Fig. 1: run 1, congestion heat map
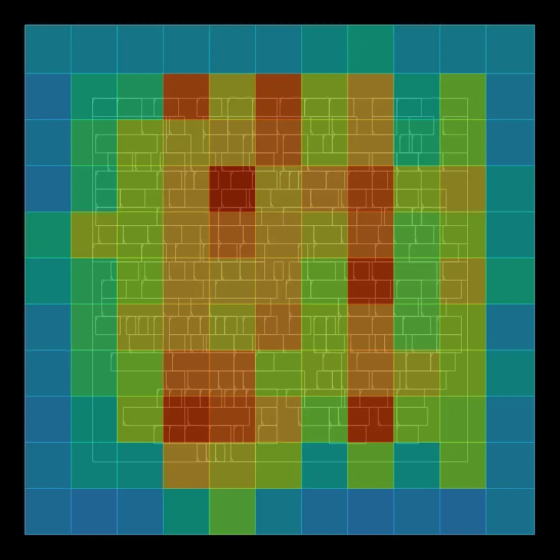
Fig. 2: run 1, wiring by layer
Scale bar: 20 um.
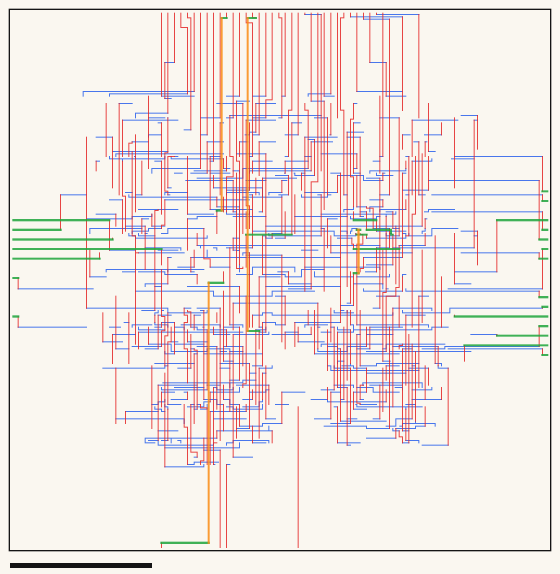
Fig. 3: run 1, logic cells by family
Scale bar: 20 um.
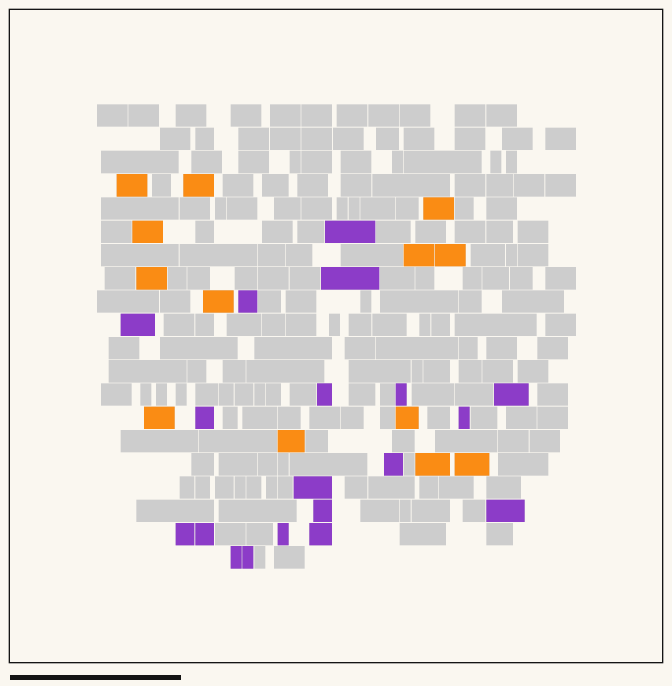
### src/rtl/uart_pkg.sv
// uart_pkg: shared FSM encoding, default ack timeout and ID width helper
// for the UART transmit arbiter and its round-robin picker.
package uart_pkg;

  typedef enum logic [1:0] {
    IDLE      = 2'd0,
    LAUNCH    = 2'd1,
    WAIT_BUSY = 2'd2,
    WAIT_DONE = 2'd3
  } arb_state_t;

  localparam int ACK_TIMEOUT_DEF = 16;

  function automatic int id_w(input int n);
    return (n > 1) ? $clog2(n) : 1;
  endfunction

endpackage

### src/rtl/rr_select.sv
// rr_select: combinational round-robin picker; first set bit of mask
// scanning upward from start with wrap. Ports: mask, start -> idx, found.
module rr_select
  import uart_pkg::*;
#(
  parameter  int N = 4,
  localparam int W = id_w(N)
) (
  input  logic [N-1:0] mask,
  input  logic [W-1:0] start,
  output logic [W-1:0] idx,
  output logic         found
);

  // Upper segment [start..N-1] first, then the wrapped [0..start-1].
  always_comb begin
    idx   = '0;
    found = 1'b0;
    for (int i = 0; i < N; i++) begin
      if (!found && mask[i] && i >= int'(start)) begin
        idx   = W'(i);
        found = 1'b1;
      end
    end
    for (int i = 0; i < N; i++) begin
      if (!found && mask[i] && i < int'(start)) begin
        idx   = W'(i);
        found = 1'b1;
      end
    end
  end

endmodule

### src/rtl/uart_tx_arbiter.sv
// uart_tx_arbiter: shares one UART byte transmitter among NUM_REQ
// valid/ready requesters with round-robin and packet lock.
// Ports: req_valid/req_data/req_last/req_ready (requesters),
// tx_data/tx_start/tx_busy (transmitter), grant_id/locked/err_timeout.
module uart_tx_arbiter
  import uart_pkg::*;
#(
  parameter  int NUM_REQ     = 4,
  parameter  int ACK_TIMEOUT = ACK_TIMEOUT_DEF,
  localparam int IW          = id_w(NUM_REQ)
) (
  input  logic                 clk,
  input  logic                 rst,
  input  logic [NUM_REQ-1:0]   req_valid,
  input  logic [8*NUM_REQ-1:0] req_data,
  input  logic [NUM_REQ-1:0]   req_last,
  output logic [NUM_REQ-1:0]   req_ready,
  output logic [7:0]           tx_data,
  output logic                 tx_start,
  input  logic                 tx_busy,
  output logic [IW-1:0]        grant_id,
  output logic                 locked,
  output logic                 err_timeout
);

  localparam int CW = id_w(ACK_TIMEOUT);

  arb_state_t         state_q;
  arb_state_t         state_d;
  logic [CW-1:0]      cnt_q;
  logic               last_q;
  logic [NUM_REQ-1:0] own;
  logic [NUM_REQ-1:0] cand;
  logic [IW-1:0]      start;
  logic [IW-1:0]      win;
  logic               found;
  logic               accept;
  logic               done;
  logic [7:0]         sel_data;
  logic               sel_last;

  // While locked only the owner may win; scan starts after the owner.
  always_comb begin
    own           = '0;
    own[grant_id] = 1'b1;
    cand          = (locked ? own : '1) & req_valid;
    start         = (grant_id == IW'(NUM_REQ-1)) ? '0
                                                 : grant_id + 1'b1;
  end

  rr_select #(
    .N(NUM_REQ)
  ) u_rr (
    .mask (cand),
    .start(start),
    .idx  (win),
    .found(found)
  );

  always_comb begin
    sel_data = '0;
    sel_last = 1'b0;
    for (int i = 0; i < NUM_REQ; i++) begin
      if (win == IW'(i)) begin
        sel_data = req_data[8*i +: 8];
        sel_last = req_last[i];
      end
    end
  end

  always_comb begin
    state_d     = state_q;
    req_ready   = '0;
    tx_start    = 1'b0;
    err_timeout = 1'b0;
    accept      = 1'b0;
    done        = 1'b0;
    unique case (1'b1)
      (state_q == IDLE): begin
        if (found && !tx_busy) begin
          accept         = 1'b1;
          req_ready[win] = 1'b1;
          state_d        = LAUNCH;
        end
      end
      (state_q == LAUNCH): begin
        tx_start = 1'b1;
        state_d  = WAIT_BUSY;
      end
      (state_q == WAIT_BUSY): begin
        if (tx_busy) begin
          state_d = WAIT_DONE;
        end else if (cnt_q == CW'(ACK_TIMEOUT-1)) begin
          err_timeout = 1'b1;
          state_d     = IDLE;
        end
      end
      (state_q == WAIT_DONE): begin
        if (!tx_busy) begin
          done    = 1'b1;
          state_d = IDLE;
        end
      end
      default: state_d = IDLE;
    endcase
  end

  always_ff @(posedge clk or posedge rst) begin
    if (rst) begin
      state_q  <= IDLE;
      cnt_q    <= '0;
      last_q   <= 1'b0;
      tx_data  <= '0;
      grant_id <= '0;
      locked   <= 1'b0;
    end else begin
      state_q <= state_d;
      if (accept) begin
        tx_data  <= sel_data;
        grant_id <= win;
        last_q   <= sel_last;
      end
      if (tx_start) begin
        cnt_q <= '0;
      end else if (state_q == WAIT_BUSY && !tx_busy) begin
        cnt_q <= cnt_q + 1'b1;
      end
      if (err_timeout) begin
        locked <= 1'b0;
      end else if (done) begin
        locked <= !last_q;
      end
    end
  end

endmodule

### config.mk
export PLATFORM = sky130hd
export DESIGN_NAME = uart_tx_arbiter
export DESIGN_NICKNAME = d
export VERILOG_FILES = /design/src/rtl/uart_pkg.sv /design/src/rtl/rr_select.sv /design/src/rtl/uart_tx_arbiter.sv
export SDC_FILE = /design/constraint.sdc
export NUM_CORES = 1
export LEC_CHECK = 0
export CORE_MARGIN = 10
export CORE_UTILIZATION = 43
export CTS_BUF_LIST = sky130_fd_sc_hd__clkbuf_4
export CTS_CLUSTER_DIAMETER = 100
export DETAILED_ROUTE_END_ITERATION = 8
export PLACE_DENSITY = 0.83
export SLEW_MARGIN = 20
export SYNTH_ARGS = -nofsm -noshare
export SYNTH_HDL_FRONTEND = slang
export SYNTH_SLANG_ARGS = --single-unit
### constraint.sdc
create_clock -name clk -period 2.4 [get_ports clk]
set_input_delay 0.24 -clock clk [delete_from_list [all_inputs] [get_ports clk]]
set_output_delay 0.24 -clock clk [all_outputs]
set_load 0.05 [all_outputs]
==> impl_metrics.xml, run 1 <==
<?xml version="1.0" encoding="UTF-8"?>
<metrics>
  <group name="clock_network">
    <metric name="numCtsBuffers" unit="">3</metric>
    <metric name="number_of_levels_in_the_clock_h_tree" unit="">1</metric>
    <metric name="clock.latency.late_pin" unit="ps">290</metric>
    <metric name="cts.clk_slew.worst_paths" unit="ps">100</metric>
    <metric name="cts_sinks" unit="">18</metric>
    <metric name="max-clock-path-buffers" unit="">2</metric>
    <metric name="cts_tree" unit="">built</metric>
    <metric name="cts_hold_buf" unit="">0</metric>
    <metric name="cts_root_buffer" unit="">clkbuf_4</metric>
  </group>
  <group name="sta">
    <metric name="timing.final.crit_share" unit="%">99.0</metric>
    <metric name="report.final.hold_viol_count" unit="">0</metric>
    <metric name="setup_viol" unit="">0</metric>
    <metric name="final.setup_skew" unit="ps">4.35</metric>
    <metric name="finalWorstPathRequiredPeriod" unit="ps">2380</metric>
    <metric name="maxClockFrequency" unit="GHz">0.421</metric>
    <metric name="worst_pin_slew" unit="ps">681</metric>
    <metric name="rsz0062_at_grt" unit="">yes</metric>
    <metric name="timing.max_slew.rel_slack" unit="%">54.5</metric>
    <metric name="slew_violations" unit="">0</metric>
    <metric name="setup-tns-final" unit="ps">0</metric>
  </group>
  <group name="logic_synthesis">
    <metric name="complex_gate_fraction_of_the_synthesized_area" unit="%">25.6</metric>
    <metric name="yosysTopAreaCell" unit="">dfrtp_1</metric>
    <metric name="synth_cells" unit="">149</metric>
    <metric name="synth_warnings" unit="">0</metric>
    <metric name="yosys-stat-cells" unit="">149</metric>
    <metric name="synth_area" unit="mm^2">0.00136</metric>
    <metric name="async_set_or_reset_register_ratio_after_synthesis" unit="%">100</metric>
    <metric name="synth.comb.largest_family" unit="">AND-OR/OR-AND gates</metric>
    <metric name="yosysSeqAreaShare" unit="%">33.1</metric>
    <metric name="ys_sh_mux" unit="%">8.27</metric>
    <metric name="post_synth_and_or_nand_nor_area_fraction" unit="%">20.3</metric>
    <metric name="xor_area_share" unit="%">0</metric>
    <metric name="synth_flops" unit="">18</metric>
    <metric name="ys.flop_type" unit="">dfrtp_1</metric>
    <metric name="synthDistinctLibCells" unit="">38</metric>
    <metric name="synth.cellmix.adderShare" unit="%">5.51</metric>
    <metric name="edf_count" unit="">0</metric>
    <metric name="postSynthAreaPerCell" unit="um^2">9.14</metric>
    <metric name="ys_chip_area" unit="mm^2">0.00136</metric>
    <metric name="ys_top_cells_by_area" unit="">dfrtp_1 (33%), mux2i_1 (6.6%), o311a_1 (6.6%), nand2b_1 (6.4%), o221ai_1 (5.8%)</metric>
    <metric name="fp_nets" unit="">198</metric>
    <metric name="synth.top_cell.area_share" unit="%">33.1</metric>
  </group>
  <group name="global_routing">
    <metric name="globalRoute.totalOverflow" unit="">0</metric>
    <metric name="number_of_global_route_vias_before_repair" unit="">1498</metric>
    <metric name="grt_antenna_before_repair" unit="">0</metric>
    <metric name="grt_start_max_net_pins" unit="">19</metric>
    <metric name="first_pass_grt_wire_length" unit="um">7300</metric>
  </group>
  <group name="route">
    <metric name="num_vias" unit="">1418</metric>
    <metric name="number_of_drc_markers_after_the_initial_detailed_route_iteration" unit="">59</metric>
    <metric name="antenna_left" unit="">0</metric>
    <metric name="detailedRoute.firstPassIterationCount" unit="">4</metric>
    <metric name="remaining_drc_errors" unit="">0</metric>
    <metric name="finalWirelength" unit="um">4440</metric>
    <metric name="via_count_normalized_by_instance_count" unit="">5.45</metric>
  </group>
  <group name="pwr">
    <metric name="vdd_ir_drop_max" unit="mV">0.828</metric>
    <metric name="p_leak" unit="nW">0.910</metric>
    <metric name="power_dens_cells" unit="mW/mm^2">1180</metric>
  </group>
  <group name="die">
    <metric name="die_w" unit="um">76.3</metric>
    <metric name="chip_area" unit="mm^2">0.00582</metric>
    <metric name="initCoreUtil" unit="%">44.6</metric>
    <metric name="number_of_ports_placed_on_the_die_boundary" unit="">60</metric>
    <metric name="std_cell_rows" unit="">20</metric>
    <metric name="die_h" unit="um">76.3</metric>
    <metric name="area_of_the_placeable_core" unit="mm^2">0.00305</metric>
  </group>
  <group name="place">
    <metric name="numPortBuffers" unit="">59</metric>
    <metric name="hpwl" unit="um">3610</metric>
    <metric name="final_weighted_congestion_in_routability_driven_placement" unit="">0.850</metric>
  </group>
  <group name="setup_path">
    <metric name="worst-path-max-fanout" unit="">5</metric>
    <metric name="cp.required" unit="ps">2160</metric>
    <metric name="critical-path-slowest-cell" unit="">dfrtp_2</metric>
    <metric name="startpoint_of_the_most_critical_register_to_register_path" unit="">grant_id[0]</metric>
    <metric name="data_arrival_time_of_the_critical_path" unit="ps">2140</metric>
    <metric name="setup.worst_path.end_class" unit="">primary output</metric>
    <metric name="critical_path.cell_chain" unit="">inv_2 -&gt; ha_2 -&gt; or3b_4 -&gt; a32oi_2 -&gt; a211oi_4 -&gt; buf_6 -&gt; nor3_4 -&gt; buf_6</metric>
    <metric name="cpMostUsedCell" unit="">buf_6</metric>
    <metric name="critPathTopFamily" unit="">simple AND/OR/NAND/NOR gates</metric>
    <metric name="critical_path_class" unit="">flip-flop to primary output</metric>
    <metric name="worst-path-buf-inv" unit="">3</metric>
    <metric name="r2r_setup_slack" unit="ps">170</metric>
    <metric name="startpoint_type" unit="">flip-flop</metric>
    <metric name="critical_path_max_stage_delay" unit="ps">430</metric>
    <metric name="reg2reg_depth" unit="">8</metric>
    <metric name="crit-reg2reg-capture" unit="">tx_data[3]</metric>
  </group>
  <group name="cells_and_area">
    <metric name="n_fill_cell" unit="">229</metric>
    <metric name="final_layout_top_logic_cells" unit="">clkdlybuf4s50_1 (54), dfrtp_1 (16), nand2b_1 (13)</metric>
    <metric name="mostFrequentLayoutCell" unit="">clkdlybuf4s50_1</metric>
    <metric name="flow.area_growth_from_synthesis" unit="%">64.2</metric>
    <metric name="post_route_cells_drive_above_1_share" unit="%">22.7</metric>
    <metric name="nets" unit="">266</metric>
    <metric name="antenna_cells_inserted" unit="">0</metric>
  </group>
  <group name="outcome">
    <metric name="outcome" unit="">finished, final reports clean</metric>
  </group>
  <group name="flow_run">
    <metric name="tool_warnings" unit="">33</metric>
    <metric name="timing.max_cap.violations" unit="">0</metric>
  </group>
  <group name="worst_hold_path">
    <metric name="min-delay-path-class" unit="">input port to async pin</metric>
  </group>
</metrics>
Notes on Fig. 1 above:
average wire per cell in the routed design: 17.1 um
post-layout utilization of the core: 73.2%
Total GRT Usage: 14.8%
routing usage on met2: 27.2%
met1 track utilization from global routing: 16.6%

Notes on Fig. 2 above:
Key: green = met3 [wire length 152 um]; blue = met1 [wire length 1800 um]; orange = met4 [wire length 114 um]; red = met2 [wire length 2370 um]

Notes on Fig. 3 above:
Key: purple = NOR gates [cells 19, most used nor2b_1]; orange = AND-OR and OR-AND gates [cells 13, most used o311a_1]

[run 1: layout make-up]
type                    instances  area, um^2  share of cell area, %
clock inverters                 1        3.75                  0.168
multi-input cells             108         912                   40.8
inverters                      13        48.8                   2.18
flip-flops and latches         18         453                   20.3
clock buffers                   3        22.5                   1.01
well taps                      44        55.1                   2.46
repair buffers                 73         739                   33.1
[run 1: worst max path at each step]
stage	to	startpoint	cells past startpoint	slack (ps)
floorplan	req_ready[1]	grant_id[0]	7	-50
global placement	last_q	req_valid[2]	7	-50
detailed placement	tx_data[3]	grant_id[0]	8	-90
CTS	req_ready[2]	grant_id[0]	8	-20
global route	req_ready[0]	grant_id[0]	8	-70
finish	req_ready[0]	grant_id[0]	8	20
[run 1: cell usage after synthesis (all sizes together) (3+ instances only)]
library cell	instances
nand2b	15
o221ai	9
nor2b	6
nor3b	3
dfrtp	18
ha	6
o21ai	8
nand2	8
mux2i	9
nor2	7
inv	13
clkbuf	8
o311a	9
[run 1: cell families after synthesis]
kind of cell | Yosys count
simple gates | 49
compound gates | 42
buf+inv | 23
flops | 18
mux | 11
fa+ha+maj | 6
[run 1: power breakdown]
group          internal [mW]  total [mW]  switching, mW  leakage, nW
Sequential             0.443       0.611          0.168        0.212
Combinational          0.854        1.88           1.02        0.682
Clock                 0.0604       0.153         0.0930       0.0154
Total                   1.36        2.64           1.28        0.910
[run 1: repair_timing]
action                                  4_1_cts  5_1_grt
endpoints found under the setup margin       13       10
buffers inserted                              4        2
resized                                      13        4
pin swaps                                     4        4
[run 1: stage by stage]
stage | hold WS (ps) | std cells | total power [mW] | cell area [um^2] | setup WS, ps
after floorplan | 178 | 149 | 1.83 | 1430 | -50.8
after global placement | 503 | 250 | 2.26 | 2100 | -53.6
after detailed placement | 500 | 250 | 2.32 | 2100 | -94.2
after CTS | 357 | 258 | 2.62 | 2210 | -17.2
after global routing | 391 | 260 | 2.81 | 2230 | -69.5
final | 340 | 260 | 2.64 | 2230 | 23.8
[run 1: state kept, by name, summed over array words and instances (netlist names)]
name,count
tx_data,8
cnt_q,4
grant_id,2
state_q,2
last_q,1
locked,1
[run 1: per-layer routing]
metal / share of wire [%] / global-route usage (%) / wire [um] / vias up
met5: 0 / 0 / 0 / -
met3: 3.4 / 2.71 / 152 / 8
met1: 41 / 16.6 / 1800 / 692
li1: - / - / - / 679
met4: 2.6 / 5.20 / 114 / 0
met2: 53 / 27.2 / 2370 / 39
==> run 1 -> run 2 <==
Settings changed: CORE_ASPECT_RATIO set to 1.4, REMOVE_ABC_BUFFERS set to 1.
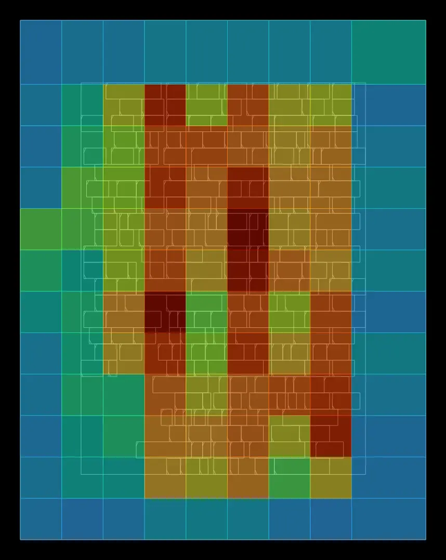
Fig. 4. Congestion heat map (run 2).
average wire per cell in the routed design: 20.0 um
most utilized layer in the global route result: met2
post-layout utilization of the core: 75.0%
met1 track utilization from global routing: 15.6%

==> impl_metrics.xml, run 2 <==
<?xml version="1.0" encoding="UTF-8"?>
<metrics>
  <group name="sta">
    <metric name="final.setup_skew" unit="ps">12.6</metric>
    <metric name="setup-tns-final" unit="ps">-157</metric>
    <metric name="rsz0062_at_grt" unit="">yes</metric>
    <metric name="setup_viol" unit="">4</metric>
    <metric name="worst_slack" unit="ps">-67.4</metric>
    <metric name="worst_pin_slew" unit="ps">736</metric>
  </group>
  <group name="logic_synthesis">
    <metric name="synth.top_cell.area_share" unit="%">33.1</metric>
    <metric name="synth_flops" unit="">18</metric>
    <metric name="synth_area" unit="mm^2">0.00136</metric>
    <metric name="synth_warnings" unit="">0</metric>
    <metric name="yosys.cell_count.top_type" unit="">dfrtp_1</metric>
    <metric name="ys_chip_area" unit="mm^2">0.00136</metric>
    <metric name="ys_top_cells_by_area" unit="">dfrtp_1 (33%), mux2i_1 (6.6%), o311a_1 (6.6%), nand2b_1 (6.4%), o221ai_1 (5.8%)</metric>
    <metric name="synthDistinctLibCells" unit="">38</metric>
    <metric name="yosysSeqAreaShare" unit="%">33.1</metric>
    <metric name="ys.flop_type" unit="">dfrtp_1</metric>
    <metric name="yosys-stat-cells" unit="">149</metric>
  </group>
  <group name="clock_network">
    <metric name="number_of_levels_in_the_clock_h_tree" unit="">1</metric>
    <metric name="max-clock-path-buffers" unit="">2</metric>
    <metric name="clock.latency.late_pin" unit="ps">300</metric>
    <metric name="cts_sinks" unit="">18</metric>
  </group>
  <group name="cells_and_area">
    <metric name="antenna_cells_inserted" unit="">0</metric>
    <metric name="flow.area_growth_from_synthesis" unit="%">70.3</metric>
    <metric name="number_of_flip_flops_in_the_largest_register" unit="">8</metric>
    <metric name="post_route_cells_drive_above_1_share" unit="%">25.9</metric>
    <metric name="mostFrequentLayoutCell" unit="">clkdlybuf4s50_1</metric>
    <metric name="biggestRegsByFlops" unit="">tx_data: 8 flops, cnt_q: 4 flops</metric>
    <metric name="nets" unit="">271</metric>
    <metric name="n_fill_cell" unit="">215</metric>
    <metric name="largest_register" unit="">tx_data</metric>
    <metric name="final-instance-count-excl-fill" unit="">259</metric>
  </group>
  <group name="setup_path">
    <metric name="startpoint_type" unit="">flip-flop</metric>
    <metric name="worst-path-max-fanout" unit="">4</metric>
    <metric name="critical-path-slowest-cell" unit="">dfrtp_1</metric>
    <metric name="data_arrival_time_of_the_critical_path" unit="ps">2230</metric>
    <metric name="critPathTopFamily" unit="">buffers and inverters</metric>
    <metric name="setup.worst_path.end_class" unit="">primary output</metric>
  </group>
  <group name="pwr">
    <metric name="vdd_ir_drop_max" unit="mV">0.736</metric>
    <metric name="power.share.sequential" unit="%">21.1</metric>
    <metric name="power.switching_fraction" unit="%">48.9</metric>
    <metric name="clock_power_share" unit="%">5.4</metric>
    <metric name="intPower" unit="mW">1.49</metric>
    <metric name="power_dens_cells" unit="mW/mm^2">1260</metric>
    <metric name="share_comb_of_total_power" unit="%">73.5</metric>
  </group>
  <group name="place">
    <metric name="hpwl" unit="um">3730</metric>
    <metric name="numPortBuffers" unit="">59</metric>
    <metric name="pre_cts_ws" unit="ps">-171</metric>
    <metric name="final_weighted_congestion_in_routability_driven_placement" unit="">0.792</metric>
    <metric name="numPlacedInstances" unit="">247</metric>
  </group>
  <group name="route">
    <metric name="antenna_left" unit="">0</metric>
    <metric name="wl_met2" unit="um">2980</metric>
    <metric name="number_of_drc_markers_after_the_initial_detailed_route_iteration" unit="">82</metric>
    <metric name="highest-signal-layer" unit="">met4</metric>
    <metric name="detailedRoute.firstPassIterationCount" unit="">4</metric>
    <metric name="via_count_normalized_by_instance_count" unit="">5.85</metric>
  </group>
  <group name="global_routing">
    <metric name="first_pass_grt_wire_length" unit="um">7390</metric>
    <metric name="grt_antenna_before_repair" unit="">0</metric>
    <metric name="grt_start_max_net_pins" unit="">19</metric>
  </group>
  <group name="outcome">
    <metric name="violations_in_the_final_reports" unit="">setup timing</metric>
    <metric name="outcome" unit="">finished with violations</metric>
  </group>
  <group name="die">
    <metric name="number_of_ports_placed_on_the_die_boundary" unit="">60</metric>
    <metric name="area_of_the_placeable_core" unit="mm^2">0.00309</metric>
    <metric name="die_w" unit="um">67.6</metric>
    <metric name="die_h" unit="um">86.6</metric>
  </group>
  <group name="worst_hold_path">
    <metric name="min-delay-path-class" unit="">input port to async pin</metric>
  </group>
  <group name="flow_run">
    <metric name="timing.max_cap.violations" unit="">0</metric>
  </group>
</metrics>
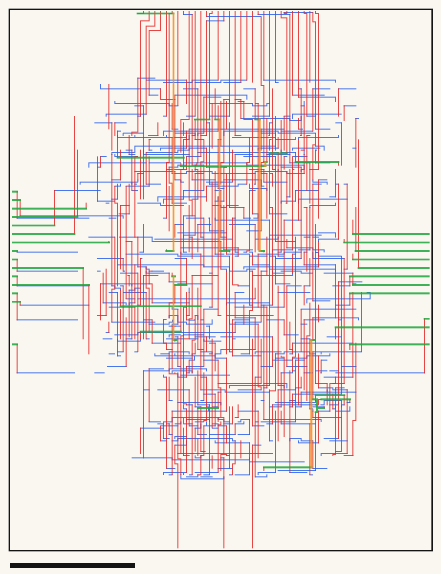
Fig. 5. Wiring by layer (run 2).
Scale bar: 20 um.
Key: green = met3 [wire length 304 um]; red = met2 [wire length 2980 um]; orange = met4 [wire length 112 um]; blue = met1 [wire length 1780 um]
routed via count: 1516
sum of routed wire length over all layers: 5180 um
Total GRT Usage: 15.8%

## run 2: netlist changes by cell type in the layout (fill, tap and decap cells not counted), moves of 2 or more
| cell | change |
|---|---|
| nand2b_1 | -3 |
| ha_4 | +2 |
| a22oi_2 | +2 |
| buf_4 | +5 |
| nand2b_4 | +2 |
| a22oi_1 | -2 |
## run 2: area by class of cell
| type | instances | area, um^2 | share of cell area [%] |
|---|---|---|---|
| Sequential cell | 18 | 452 | 19.5 |
| Multi-Input combinational cell | 108 | 970 | 41.8 |
| Inverter | 13 | 48.8 | 2.10 |
| Tap cell | 39 | 48.8 | 2.10 |
| Timing Repair Buffer | 78 | 777 | 33.5 |
| Clock buffer | 3 | 22.5 | 0.971 |
## run 2: routing by layer
layer	vias up	global-route usage, %
met4	0	4.68
li1	692	-
met2	61	31.1
met3	12	2.58
met5	-	0
met1	751	15.6
## run 2: stage by stage
step,util [%],area [um^2],power [mW]
after detailed placement,66.0,2040,2.30
after CTS,69.7,2160,2.63
after global placement,66.0,2040,2.21
after global routing,75.0,2320,3.07
final,75.0,2320,2.92
after floorplan,-,1310,1.65
## run 2: path summary, 6_finish.rpt
kind / startpoint / endpoint / slack, ps / cells after the start
min in group clk: last_q / locked / 530 / 2
worst max-delay path: grant_id[0] / req_ready[2] / -70 / 10
worst max register to register: grant_id[0] / tx_data[0] / -10 / 11
worst min register to register: last_q / locked / 530 / 2
worst min-delay path: rst / tx_data[1] / 350 / 2
max in group asynchronous: rst / grant_id[1] / 1540 / 2
## run 2: worst reg2reg max path, delay by kind of cell, from the launching register on
family / cells / cell delay [ps]
compound gates: 5 / 890
buf+inv: 4 / 610
flops: 1 / 470
fa+ha+maj: 1 / 170
mux: 1 / 190
## run 2: power by group through the flow
stage | Clock [mW] | Sequential [mW] | Combinational [mW]
5_1_grt | 0.169 | 0.637 | 2.26
4_1_cts | 0.156 | 0.597 | 1.88
3_5_place_dp | 0 | 0.601 | 1.70
2_1_floorplan | 0 | 0.889 | 0.756
6_report | 0.156 | 0.616 | 2.14
3_3_place_gp | 0 | 0.586 | 1.62
## run 2: cell families (layout without fill, tap and decap cells)
kind of cell / count (synthesis) / count (layout) / synth area share, %
mux: 11 / 11 / 8.27
buf+inv: 23 / 94 / 7.26
flops: 18 / 18 / 33.1
simple gates: 49 / 49 / 20.3
compound gates: 42 / 42 / 25.6
fa+ha+maj: 6 / 6 / 5.51
## run 2: what timing repair did
| item | in CTS | in global routing |
|---|---|---|
| endpoints found under the hold margin | 0 | 0 |
| endpoints found under the setup margin | 13 | 10 |
| gates cloned | 0 | 0 |
| gates resized | 16 | 24 |
| setup buffers | 4 | 7 |
| pin swaps | 6 | 17 |
==> run 2 -> run 3 <==
Settings changed: CORE_UTILIZATION 43 to 47, CTS_CLUSTER_SIZE set to 12, PLACE_DENSITY 0.83 to 0.89.
Clock period 2.4 ns to 3.1 ns, I/O delays scaled along.
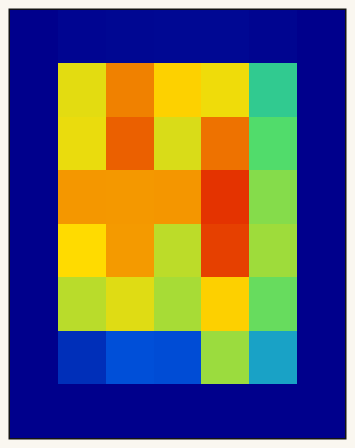
Fig. 6. Placement density heat map (run 3).
7 x 8 tiles, from dark blue (low) to red (high), 0 to 100% covered.
The fullest tile reaches 94%. The densest ninth of the die: centre. The mean over all tiles is 35%. The emptiest ninth of the die: lower left.
initial core utilization: 48.3%
area of the placeable core: 0.00282 mm^2
post-layout utilization of the core: 70.5%

==> impl_metrics.xml, run 3 <==
<?xml version="1.0" encoding="UTF-8"?>
<metrics>
  <group name="place">
    <metric name="placed_area" unit="mm^2">0.00196</metric>
    <metric name="numPortBuffers" unit="">59</metric>
    <metric name="numPlacedInstances" unit="">238</metric>
    <metric name="hpwl" unit="um">3610</metric>
    <metric name="final_weighted_congestion_in_routability_driven_placement" unit="">0.792</metric>
  </group>
  <group name="cells_and_area">
    <metric name="mostFrequentLayoutCell" unit="">clkdlybuf4s50_1</metric>
    <metric name="number_of_flip_flops_in_the_largest_register" unit="">8</metric>
    <metric name="flow.area_growth_from_synthesis" unit="%">46.0</metric>
    <metric name="n_fill_cell" unit="">233</metric>
    <metric name="post_route_cells_drive_above_1_share" unit="%">8.29</metric>
    <metric name="final_layout_top_logic_cells" unit="">clkdlybuf4s50_1 (55), dfrtp_1 (18), nand2b_1 (14)</metric>
    <metric name="antenna_cells_inserted" unit="">0</metric>
    <metric name="design_area" unit="mm^2">0.00199</metric>
    <metric name="nets" unit="">255</metric>
    <metric name="biggestRegsByFlops" unit="">tx_data: 8 flops, cnt_q: 4 flops</metric>
    <metric name="final-instance-count-excl-fill" unit="">242</metric>
    <metric name="largest_register" unit="">tx_data</metric>
  </group>
  <group name="setup_path">
    <metric name="crit-reg2reg-capture" unit="">last_q</metric>
    <metric name="critical_path_class" unit="">flip-flop to primary output</metric>
    <metric name="reg2reg_depth" unit="">9</metric>
    <metric name="worst-path-max-fanout" unit="">12</metric>
    <metric name="critical_path.cell_chain" unit="">inv_1 -&gt; ha_1 -&gt; nand2b_2 -&gt; a32o_1 -&gt; a211oi_2 -&gt; buf_4 -&gt; nor3b_1 -&gt; buf_4</metric>
    <metric name="data_arrival_time_of_the_critical_path" unit="ps">2520</metric>
    <metric name="startpoint_of_the_most_critical_register_to_register_path" unit="">grant_id[0]</metric>
    <metric name="critical-path-slowest-cell" unit="">dfrtp_1</metric>
    <metric name="r2r_setup_slack" unit="ps">490</metric>
    <metric name="setup.worst_path.end_class" unit="">primary output</metric>
    <metric name="critical_path_max_stage_delay" unit="ps">460</metric>
    <metric name="cp.required" unit="ps">2790</metric>
    <metric name="startpoint_type" unit="">flip-flop</metric>
    <metric name="cpMostUsedCell" unit="">buf_4</metric>
  </group>
  <group name="sta">
    <metric name="rsz0062_at_grt" unit="">no</metric>
    <metric name="slew_violations" unit="">0</metric>
    <metric name="final.hold.worst_slack" unit="ps">406</metric>
    <metric name="timing.final.crit_share" unit="%">91.2</metric>
    <metric name="maxClockFrequency" unit="GHz">0.354</metric>
    <metric name="final.setup_skew" unit="ps">2.72</metric>
    <metric name="report.final.hold_viol_count" unit="">0</metric>
    <metric name="worst_pin_slew" unit="ps">673</metric>
    <metric name="setup-tns-final" unit="ps">0</metric>
    <metric name="timing.max_slew.rel_slack" unit="%">55.1</metric>
    <metric name="finalWorstPathRequiredPeriod" unit="ps">2830</metric>
    <metric name="setup_viol" unit="">0</metric>
  </group>
  <group name="clock_network">
    <metric name="max-clock-path-buffers" unit="">2</metric>
    <metric name="ctsResizeCount" unit="">0</metric>
    <metric name="cts_root_buffer" unit="">clkbuf_4</metric>
    <metric name="cts_hold_buf" unit="">0</metric>
    <metric name="cts_tree" unit="">built</metric>
    <metric name="clock.latency.late_pin" unit="ps">290</metric>
    <metric name="cts_sinks" unit="">18</metric>
    <metric name="numCtsBuffers" unit="">3</metric>
    <metric name="post_cts_buffers" unit="">0</metric>
    <metric name="number_of_levels_in_the_clock_h_tree" unit="">1</metric>
    <metric name="cts.clk_slew.worst_paths" unit="ps">100</metric>
  </group>
  <group name="global_routing">
    <metric name="globalRoute.totalOverflow" unit="">0</metric>
    <metric name="first_pass_grt_wire_length" unit="um">6660</metric>
    <metric name="number_of_global_route_vias_before_repair" unit="">1317</metric>
    <metric name="grt_start_max_net_pins" unit="">25</metric>
    <metric name="grt_use_total" unit="%">14.9</metric>
    <metric name="grt_antenna_before_repair" unit="">0</metric>
  </group>
  <group name="route">
    <metric name="detailedRoute.firstPassIterationCount" unit="">4</metric>
    <metric name="num_vias" unit="">1369</metric>
    <metric name="remaining_drc_errors" unit="">0</metric>
    <metric name="antenna_left" unit="">0</metric>
    <metric name="via_count_normalized_by_instance_count" unit="">5.66</metric>
    <metric name="routed_wire_length_per_instance" unit="um">17.9</metric>
    <metric name="finalWirelength" unit="um">4340</metric>
    <metric name="number_of_drc_markers_after_the_initial_detailed_route_iteration" unit="">62</metric>
  </group>
  <group name="logic_synthesis">
    <metric name="ys.flop_type" unit="">dfrtp_1</metric>
    <metric name="yosys.cell_count.top_type" unit="">dfrtp_1</metric>
    <metric name="synth_area" unit="mm^2">0.00136</metric>
    <metric name="yosysSeqAreaShare" unit="%">33.1</metric>
    <metric name="ys_top_cells_by_area" unit="">dfrtp_1 (33%), mux2i_1 (6.6%), o311a_1 (6.6%), nand2b_1 (6.4%), o221ai_1 (5.8%)</metric>
    <metric name="synth_cells" unit="">149</metric>
    <metric name="yosysTopAreaCell" unit="">dfrtp_1</metric>
    <metric name="async_set_or_reset_register_ratio_after_synthesis" unit="%">100</metric>
    <metric name="synthDistinctLibCells" unit="">38</metric>
    <metric name="yosys-stat-cells" unit="">149</metric>
    <metric name="synth_warnings" unit="">0</metric>
    <metric name="post_synth_most_frequent_cells" unit="">dfrtp_1 (18), nand2b_1 (14), inv_1 (13)</metric>
    <metric name="postSynthAreaPerCell" unit="um^2">9.14</metric>
    <metric name="ys_chip_area" unit="mm^2">0.00136</metric>
    <metric name="edf_count" unit="">0</metric>
    <metric name="synth.top_cell.area_share" unit="%">33.1</metric>
    <metric name="synth_flops" unit="">18</metric>
  </group>
  <group name="flow_run">
    <metric name="timing.max_cap.violations" unit="">0</metric>
    <metric name="tool_warnings" unit="">29</metric>
  </group>
  <group name="worst_hold_path">
    <metric name="min-delay-path-class" unit="">input port to async pin</metric>
  </group>
  <group name="pwr">
    <metric name="power_dens_cells" unit="mW/mm^2">910</metric>
    <metric name="p_leak" unit="nW">0.821</metric>
    <metric name="vdd_ir_drop_max" unit="mV">0.562</metric>
  </group>
  <group name="die">
    <metric name="number_of_ports_placed_on_the_die_boundary" unit="">60</metric>
    <metric name="chip_area" unit="mm^2">0.00548</metric>
    <metric name="die_w" unit="um">65.5</metric>
    <metric name="std_cell_rows" unit="">23</metric>
    <metric name="die_h" unit="um">83.7</metric>
  </group>
  <group name="outcome">
    <metric name="outcome" unit="">finished, final reports clean</metric>
  </group>
</metrics>
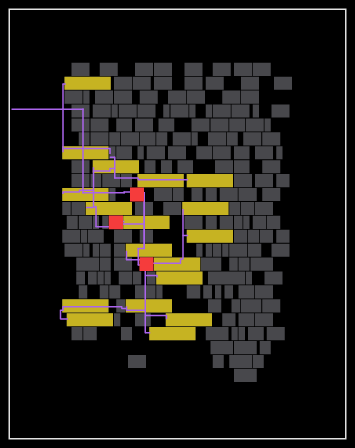
Fig. 7. Routed clock nets over the placement (run 3).
Key: purple = clock wires [length 202 um]; red = cells driving clock nets [count 3]; yellow = flip-flops [count 18]
There are 4 routed clock nets.

[run 3: layout make-up]
class	count	area, um^2	share of cell area [%]
Clock buffer	3	22.5	1.13
Multi-Input combinational cell	108	812	40.9
Clock inverter	1	3.75	0.189
Inverter	13	48.8	2.46
Timing Repair Buffer	62	603	30.4
Tap cell	37	46.3	2.33
Sequential cell	18	450	22.7
[run 3: how the worst max path moves through the flow]
stage | from | end | slack [ps] | cells after the start
4_1_cts | grant_id[0] | req_ready[1] | 270 | 8
3_3_place_gp | req_valid[2] | last_q | 460 | 7
2_1_floorplan | grant_id[0] | req_ready[1] | -460 | 6
5_1_grt | grant_id[0] | req_ready[1] | 80 | 8
6_report | grant_id[0] | req_ready[1] | 270 | 8
3_5_place_dp | req_valid[0] | last_q | 400 | 8
[run 3: cell families (layout without fill, tap and decap cells)]
| family | Yosys count | in the layout | synth area share, % |
|---|---|---|---|
| and+or+nand+nor | 49 | 49 | 20.3 |
| AOI/OAI and AO/OA | 42 | 42 | 25.6 |
| buffers and inverters | 23 | 79 | 7.26 |
| DFF | 18 | 18 | 33.1 |
| muxes | 11 | 11 | 8.27 |
| adders and majority gates | 6 | 6 | 5.51 |
[run 3: stage by stage]
stage               total power [mW]  worst slack [ps]
global placement                1.64               461
detailed placement              1.70               396
finish                          1.81               272
CTS                             1.82               274
global route                    1.92              82.9
floorplan                       1.27              -462
[run 3: power by group]
group / leakage (nW) / internal (mW) / switching [mW]
registers: 0.215 / 0.341 / 0.129
logic: 0.591 / 0.506 / 0.717
clock network: 0.0154 / 0.0468 / 0.0690
[run 3: layer usage]
metal | routed length, um | vias to the layer above | track usage [%]
met4 | 27 | 0 | 2.93
met1 | 1690 | 670 | 16.4
met3 | 168 | 5 | 2.69
met5 | 0 | - | 0
met2 | 2450 | 31 | 28.0
li1 | - | 663 | -
[run 3: critical path: cells and delay by family (launching register included)]
kind,cells,cell delay (ps)
buffers and inverters,3,570
AOI/OAI and AO/OA,2,540
DFF,1,460
and+or+nand+nor,2,430
adders and majority gates,1,230
No activity file was given, so power comes from the tool's default toggle rates.
